<file path="src/rtl/audio_pkg.sv">
// Shared audio constants and types for the I2S transmitter.
package audio_pkg;

    localparam int unsigned BCLK_LOW_CYC  = 16;
    localparam int unsigned BCLK_BASE_DIV = 31;

    // BCLK period per phase index: 31, 31, 31, 32 clk (average 31.25 clk).
    localparam logic [3:0][5:0] BCLK_FRAC_PATTERN = {
        6'(BCLK_BASE_DIV + 1), 6'(BCLK_BASE_DIV), 6'(BCLK_BASE_DIV), 6'(BCLK_BASE_DIV)
    };

    typedef enum logic [1:0] {
        StIdle,
        StRun,
        StStop
    } i2s_state_t;

    function automatic logic [5:0] bclk_period(input logic [1:0] idx);
        return BCLK_FRAC_PATTERN[idx];
    endfunction

endpackage

</file>
<file path="src/rtl/bclk_frac_div.sv">
// Fractional BCLK divider: 31/31/31/32 clk periods, low for the first 16 clk of each.
module bclk_frac_div
    import audio_pkg::*;
(
    input  logic clk,
    input  logic reset_n,
    input  logic run,
    output logic bclk,
    output logic fall_stb,
    output logic rise_stb
);

    logic [5:0] ph_q, ph_d;
    logic [1:0] idx_q, idx_d;
    logic       bclk_q, bclk_d;
    logic       wrap;

    // Phase counter advance; parked at zero (bclk low) whenever not running.
    always_comb begin
        wrap   = run && (ph_q == bclk_period(idx_q) - 6'd1);
        ph_d   = '0;
        idx_d  = '0;
        if (run) begin
            if (wrap) begin
                ph_d  = '0;
                idx_d = idx_q + 2'd1;
            end else begin
                ph_d  = ph_q + 6'd1;
                idx_d = idx_q;
            end
        end
        bclk_d = run && (ph_d >= 6'(BCLK_LOW_CYC));
    end

    // Divider state registers.
    always_ff @(posedge clk or negedge reset_n) begin
        if (!reset_n) begin
            ph_q   <= '0;
            idx_q  <= '0;
            bclk_q <= 1'b0;
        end else begin
            ph_q   <= ph_d;
            idx_q  <= idx_d;
            bclk_q <= bclk_d;
        end
    end

    assign bclk     = bclk_q;
    assign fall_stb = wrap;
    assign rise_stb = run && (ph_q == 6'(BCLK_LOW_CYC - 1));

endmodule

</file>
<file path="src/rtl/i2s_tx_ctrl.sv">
// I2S stereo transmitter with one-entry holding register and underrun flag.
// Build option: define I2S_TX_HOLD_LAST_EN to repeat the last pair on underrun
// instead of sending silence.
module i2s_tx_ctrl
    import audio_pkg::*;
#(
    parameter int unsigned SAMPLE_W = 16
) (
    input  logic                clk,
    input  logic                reset_n,
    input  logic                en,
    input  logic                s_valid,
    input  logic [SAMPLE_W-1:0] s_left,
    input  logic [SAMPLE_W-1:0] s_right,
    output logic                s_ready,
    output logic                bclk,
    output logic                lrclk,
    output logic                sdata,
    output logic                busy,
    output logic                underrun
);

    localparam int unsigned FRAME_W = 2 * SAMPLE_W;
    localparam int unsigned CNT_W   = $clog2(FRAME_W);
    localparam logic [CNT_W-1:0] LAST_BIT = CNT_W'(FRAME_W - 1);
    localparam logic [CNT_W-1:0] WS_START = CNT_W'(SAMPLE_W - 1);
    localparam logic [CNT_W-1:0] WS_END   = CNT_W'(FRAME_W - 2);

    i2s_state_t         state_q, state_d;
    logic [CNT_W-1:0]   bit_cnt_q, bit_cnt_d;
    logic [FRAME_W-1:0] hold_q, hold_d;
    logic               hold_full_q, hold_full_d;
    logic [FRAME_W-1:0] shift_q, shift_d;
    logic               underrun_q, underrun_d;
    logic [FRAME_W-1:0] fill;

    logic run, fall_stb, rise_stb, accept, boundary, stop_now, load;
    logic unused_rise_stb;

    assign run             = (state_q != StIdle);
    assign unused_rise_stb = rise_stb;

    bclk_frac_div u_div (
        .clk      (clk),
        .reset_n  (reset_n),
        .run      (run),
        .bclk     (bclk),
        .fall_stb (fall_stb),
        .rise_stb (rise_stb)
    );

`ifdef I2S_TX_HOLD_LAST_EN
    logic [FRAME_W-1:0] last_q, last_d;
    assign fill = last_q;
`else
    assign fill = '0;
`endif

    assign accept   = s_valid && !hold_full_q;
    assign boundary = fall_stb && (bit_cnt_q == LAST_BIT);
    // A stop request only takes effect at a frame boundary; that boundary loads nothing.
    assign stop_now = boundary && (state_q == StStop) && !en;
    assign load     = boundary && !stop_now;

    // FSM next state, serialiser and holding-register bookkeeping.
    always_comb begin
        state_d     = state_q;
        bit_cnt_d   = bit_cnt_q;
        hold_d      = hold_q;
        hold_full_d = hold_full_q;
        shift_d     = shift_q;
        underrun_d  = 1'b0;
`ifdef I2S_TX_HOLD_LAST_EN
        last_d      = last_q;
`endif

        unique case (state_q)
            StIdle: begin
                if (en) begin
                    state_d   = StRun;
                    bit_cnt_d = LAST_BIT;
                    shift_d   = '0;
                end
            end
            StRun:  if (!en) state_d = StStop;
            StStop: begin
                if (en) state_d = StRun;
                else if (boundary) state_d = StIdle;
            end
            default: state_d = StIdle;
        endcase

        if (fall_stb) begin
            bit_cnt_d = bit_cnt_q + CNT_W'(1);
            shift_d   = shift_q << 1;
        end

        if (load) begin
            if (hold_full_q) begin
                shift_d     = hold_q;
                hold_full_d = 1'b0;
            end else begin
                shift_d    = fill;
                underrun_d = 1'b1;
            end
`ifdef I2S_TX_HOLD_LAST_EN
            last_d = shift_d;
`endif
        end

        if (stop_now) shift_d = '0;

        // Accept only happens with hold empty, so it never races a hold->shift load.
        if (accept) begin
            hold_d      = {s_left, s_right};
            hold_full_d = 1'b1;
        end
    end

    // State registers; reset abandons any frame and discards held data.
    always_ff @(posedge clk or negedge reset_n) begin
        if (!reset_n) begin
            state_q     <= StIdle;
            bit_cnt_q   <= '0;
            hold_q      <= '0;
            hold_full_q <= 1'b0;
            shift_q     <= '0;
            underrun_q  <= 1'b0;
`ifdef I2S_TX_HOLD_LAST_EN
            last_q      <= '0;
`endif
        end else begin
            state_q     <= state_d;
            bit_cnt_q   <= bit_cnt_d;
            hold_q      <= hold_d;
            hold_full_q <= hold_full_d;
            shift_q     <= shift_d;
            underrun_q  <= underrun_d;
`ifdef I2S_TX_HOLD_LAST_EN
            last_q      <= last_d;
`endif
        end
    end

    assign s_ready  = !hold_full_q;
    assign busy     = run;
    assign underrun = underrun_q;
    assign sdata    = run && shift_q[FRAME_W-1];
    // Word select leads the MSB of each channel by one BCLK.
    assign lrclk    = run && (bit_cnt_q >= WS_START) && (bit_cnt_q <= WS_END);

endmodule

</file>
<file path="config.mk">
export PLATFORM = sky130hd
export DESIGN_NAME = i2s_tx_ctrl
export DESIGN_NICKNAME = d
export VERILOG_FILES = /design/src/rtl/audio_pkg.sv /design/src/rtl/bclk_frac_div.sv /design/src/rtl/i2s_tx_ctrl.sv
export SDC_FILE = /design/constraint.sdc
export NUM_CORES = 1
export LEC_CHECK = 0
export ABC_CLOCK_PERIOD_IN_PS = 3600
export CELL_PAD_IN_SITES_DETAIL_PLACEMENT = 0
export CELL_PAD_IN_SITES_GLOBAL_PLACEMENT = 2
export CORE_MARGIN = 3
export CORE_UTILIZATION = 43
export CTS_CLUSTER_SIZE = 12
export DETAILED_ROUTE_END_ITERATION = 16
export GPL_TIMING_DRIVEN = 0
export PLACE_DENSITY_LB_ADDON = 0.08
export RECOVER_POWER = 25
export SLEW_MARGIN = 20
export SYNTH_ARGS = -nofsm -noshare
export SYNTH_HDL_FRONTEND = slang
export SYNTH_SLANG_ARGS = --single-unit
</file>
<file path="constraint.sdc">
create_clock -name clk -period 3.6 [get_ports clk]
set_input_delay 0.72 -clock clk [delete_from_list [all_inputs] [get_ports clk]]
set_output_delay 0.72 -clock clk [all_outputs]
set_load 0.01 [all_outputs]
</file>
### Cells by drive strength

Bar = 20 µm.
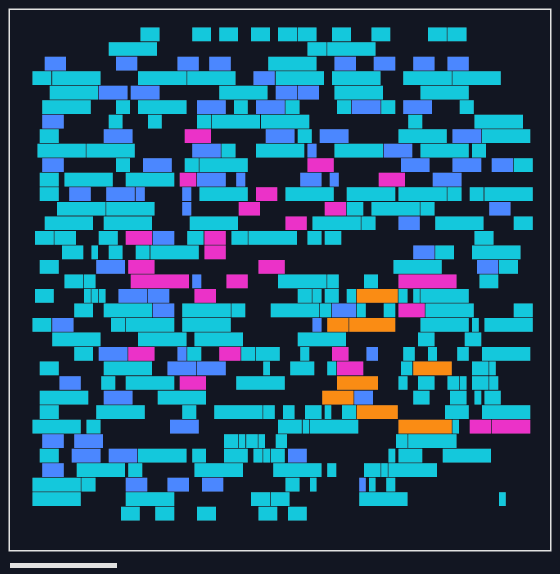
- drive 2: blue (cells 72; share 22%)
- drive 1 or less: cyan (cells 229; share 69%)
- drive 6 and up: magenta (cells 25; share 7.5%)
- drive 3 to 4: orange (cells 8; share 2.4%)
fin worst setup slack: 736 ps
layout overhead on the synthesized area: 20.2%
post-route standard cell area excluding fillers: 4680 µm²
count of non-CTS buffers in the layout: 60

### Clock nets

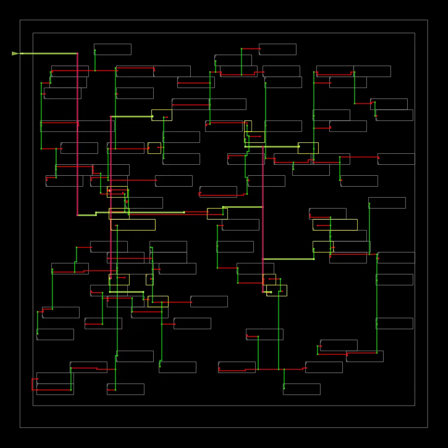
total of clock buffers placed in the layout: 10
clock network latency to the later pin of the worst-skew pair: 350 ps
count of sequential standard cells: 82

==> PnR_summary.wiki <==
== Implementation results ==
{| class="wikitable"
! Metric !! Value
|-
| Critical-path cell with the highest stage delay || sky130_fd_sc_hd__clkdlybuf4s50_1
|-
| Hold worst-path end || shift_q[0]$_DFFE_PN0P_
|-
| Critical setup path kind || reg -> out
|-
| Maximum number of pins on one net before global-route repair || 44
|-
| Failing checks || capacitance limit, slew limit
|-
| Number of buffers inserted by hold repair at cts || 0
|-
| Most used cells in the layout excluding fill and tap cells || sky130_fd_sc_hd__dfrtp_1 (82), sky130_fd_sc_hd__clkdlybuf4s50_1 (40), sky130_fd_sc_hd__a22oi_1 (33)
|-
| Cells along the critical path || ha_1 -> and3_1 -> ha_1 -> a211oi_1 -> nor2_1 -> clkdlybuf4s50_1
|-
| RSZ-0062 raised after global routing || false
|-
| Max-cap violations || 1
|-
| Flop share of the area || 0.439
|-
| Initial DRC Count || 75
|-
| M1 GR Usage || 0.212
|-
| Highest-utilization routing layer at the global route stage || met2
|-
| Post-synthesis chip area from yosys || 3890 µm²
|-
| Prevailing post-synth register cell || sky130_fd_sc_hd__dfrtp_1
|-
| CP startpoint kind || flip-flop
|-
| Number of nets with antenna violations after detailed routing || 0
|-
| Leading cell types by count after synthesis || sky130_fd_sc_hd__dfrtp_1 (82), sky130_fd_sc_hd__a22oi_1 (33), sky130_fd_sc_hd__mux2_2 (30)
|-
| Commonest non-fill, non-tap cell in the layout || sky130_fd_sc_hd__dfrtp_1
|-
| FP Util || 0.444
|-
| Clock buffers created by TritonCTS || 9
|-
| Number of global-route vias before repair || 2,524
|-
| Number of standard cells after synthesis || 276
|-
| Proportion of synthesized flip-flops having asynchronous set or reset || 1.00
|-
| Sequential Area || 2050 µm²
|-
| Delay-heaviest family, CP || buffers and inverters
|-
| Largest registers in the final layout || hold_q: 32 flops, shift_q: 32 flops, u_div.ph_q: 6 flops
|-
| GR met2 Demand/Resource || 0.245
|-
| Met2 Wirelength || 3440 µm
|-
| Residual DRC || 0
|-
| Max Clock Freq || 0.349 GHz
|-
| Pre-Repair DR Iteration Count || 4
|-
| Hold violation count in the final report || 0
|-
| Warnings, synthesis || 0
|-
| Final count of pins violating max slew || 43
|-
| Result of the run || complete, but fails checks
|-
| Net count after synthesis || 318
|}
### Wiring by layer

Bar = 20 µm.
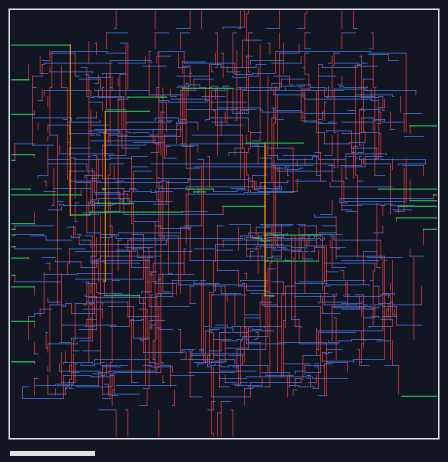
- met2: red (wire length 3,440 µm)
- met1: blue (wire length 3,490 µm)
- met3: green (wire length 275 µm)
- met4: orange (wire length 116 µm)
WL per Instance: 16.6 µm
routed vias: 2,423
all-layer global routing usage: 0.157
DRT Wirelength: 7330 µm

-- per-stage QoR --
stage	worst slack, ps	instances	setup TNS [ps]	hold slack, ps
finish	736	442	0	497
floorplan	1670	276	0	424
global placement	-1340	425	-109450	473
global route	589	442	0	506
detailed placement	986	426	0	475
CTS	704	442	0	364
-- kinds of logic after synthesis --
| family | Yosys count | share of synthesized area |
|---|---|---|
| xor gates and xnor gates | 8 | 0.0228 |
| buffers and inverters | 23 | 0.0437 |
| muxes | 32 | 0.0926 |
| AOI/OAI and AO/OA | 84 | 0.221 |
| adders and majority gates | 6 | 0.0193 |
| and+or+nand+nor | 41 | 0.0739 |
| DFF | 82 | 0.527 |
-- report_power, final --
part	switching, mW	total [mW]	internal, mW
Combinational	0.114	0.231	0.117
Clock	0.345	0.758	0.412
Sequential	0.0424	1.02	0.974
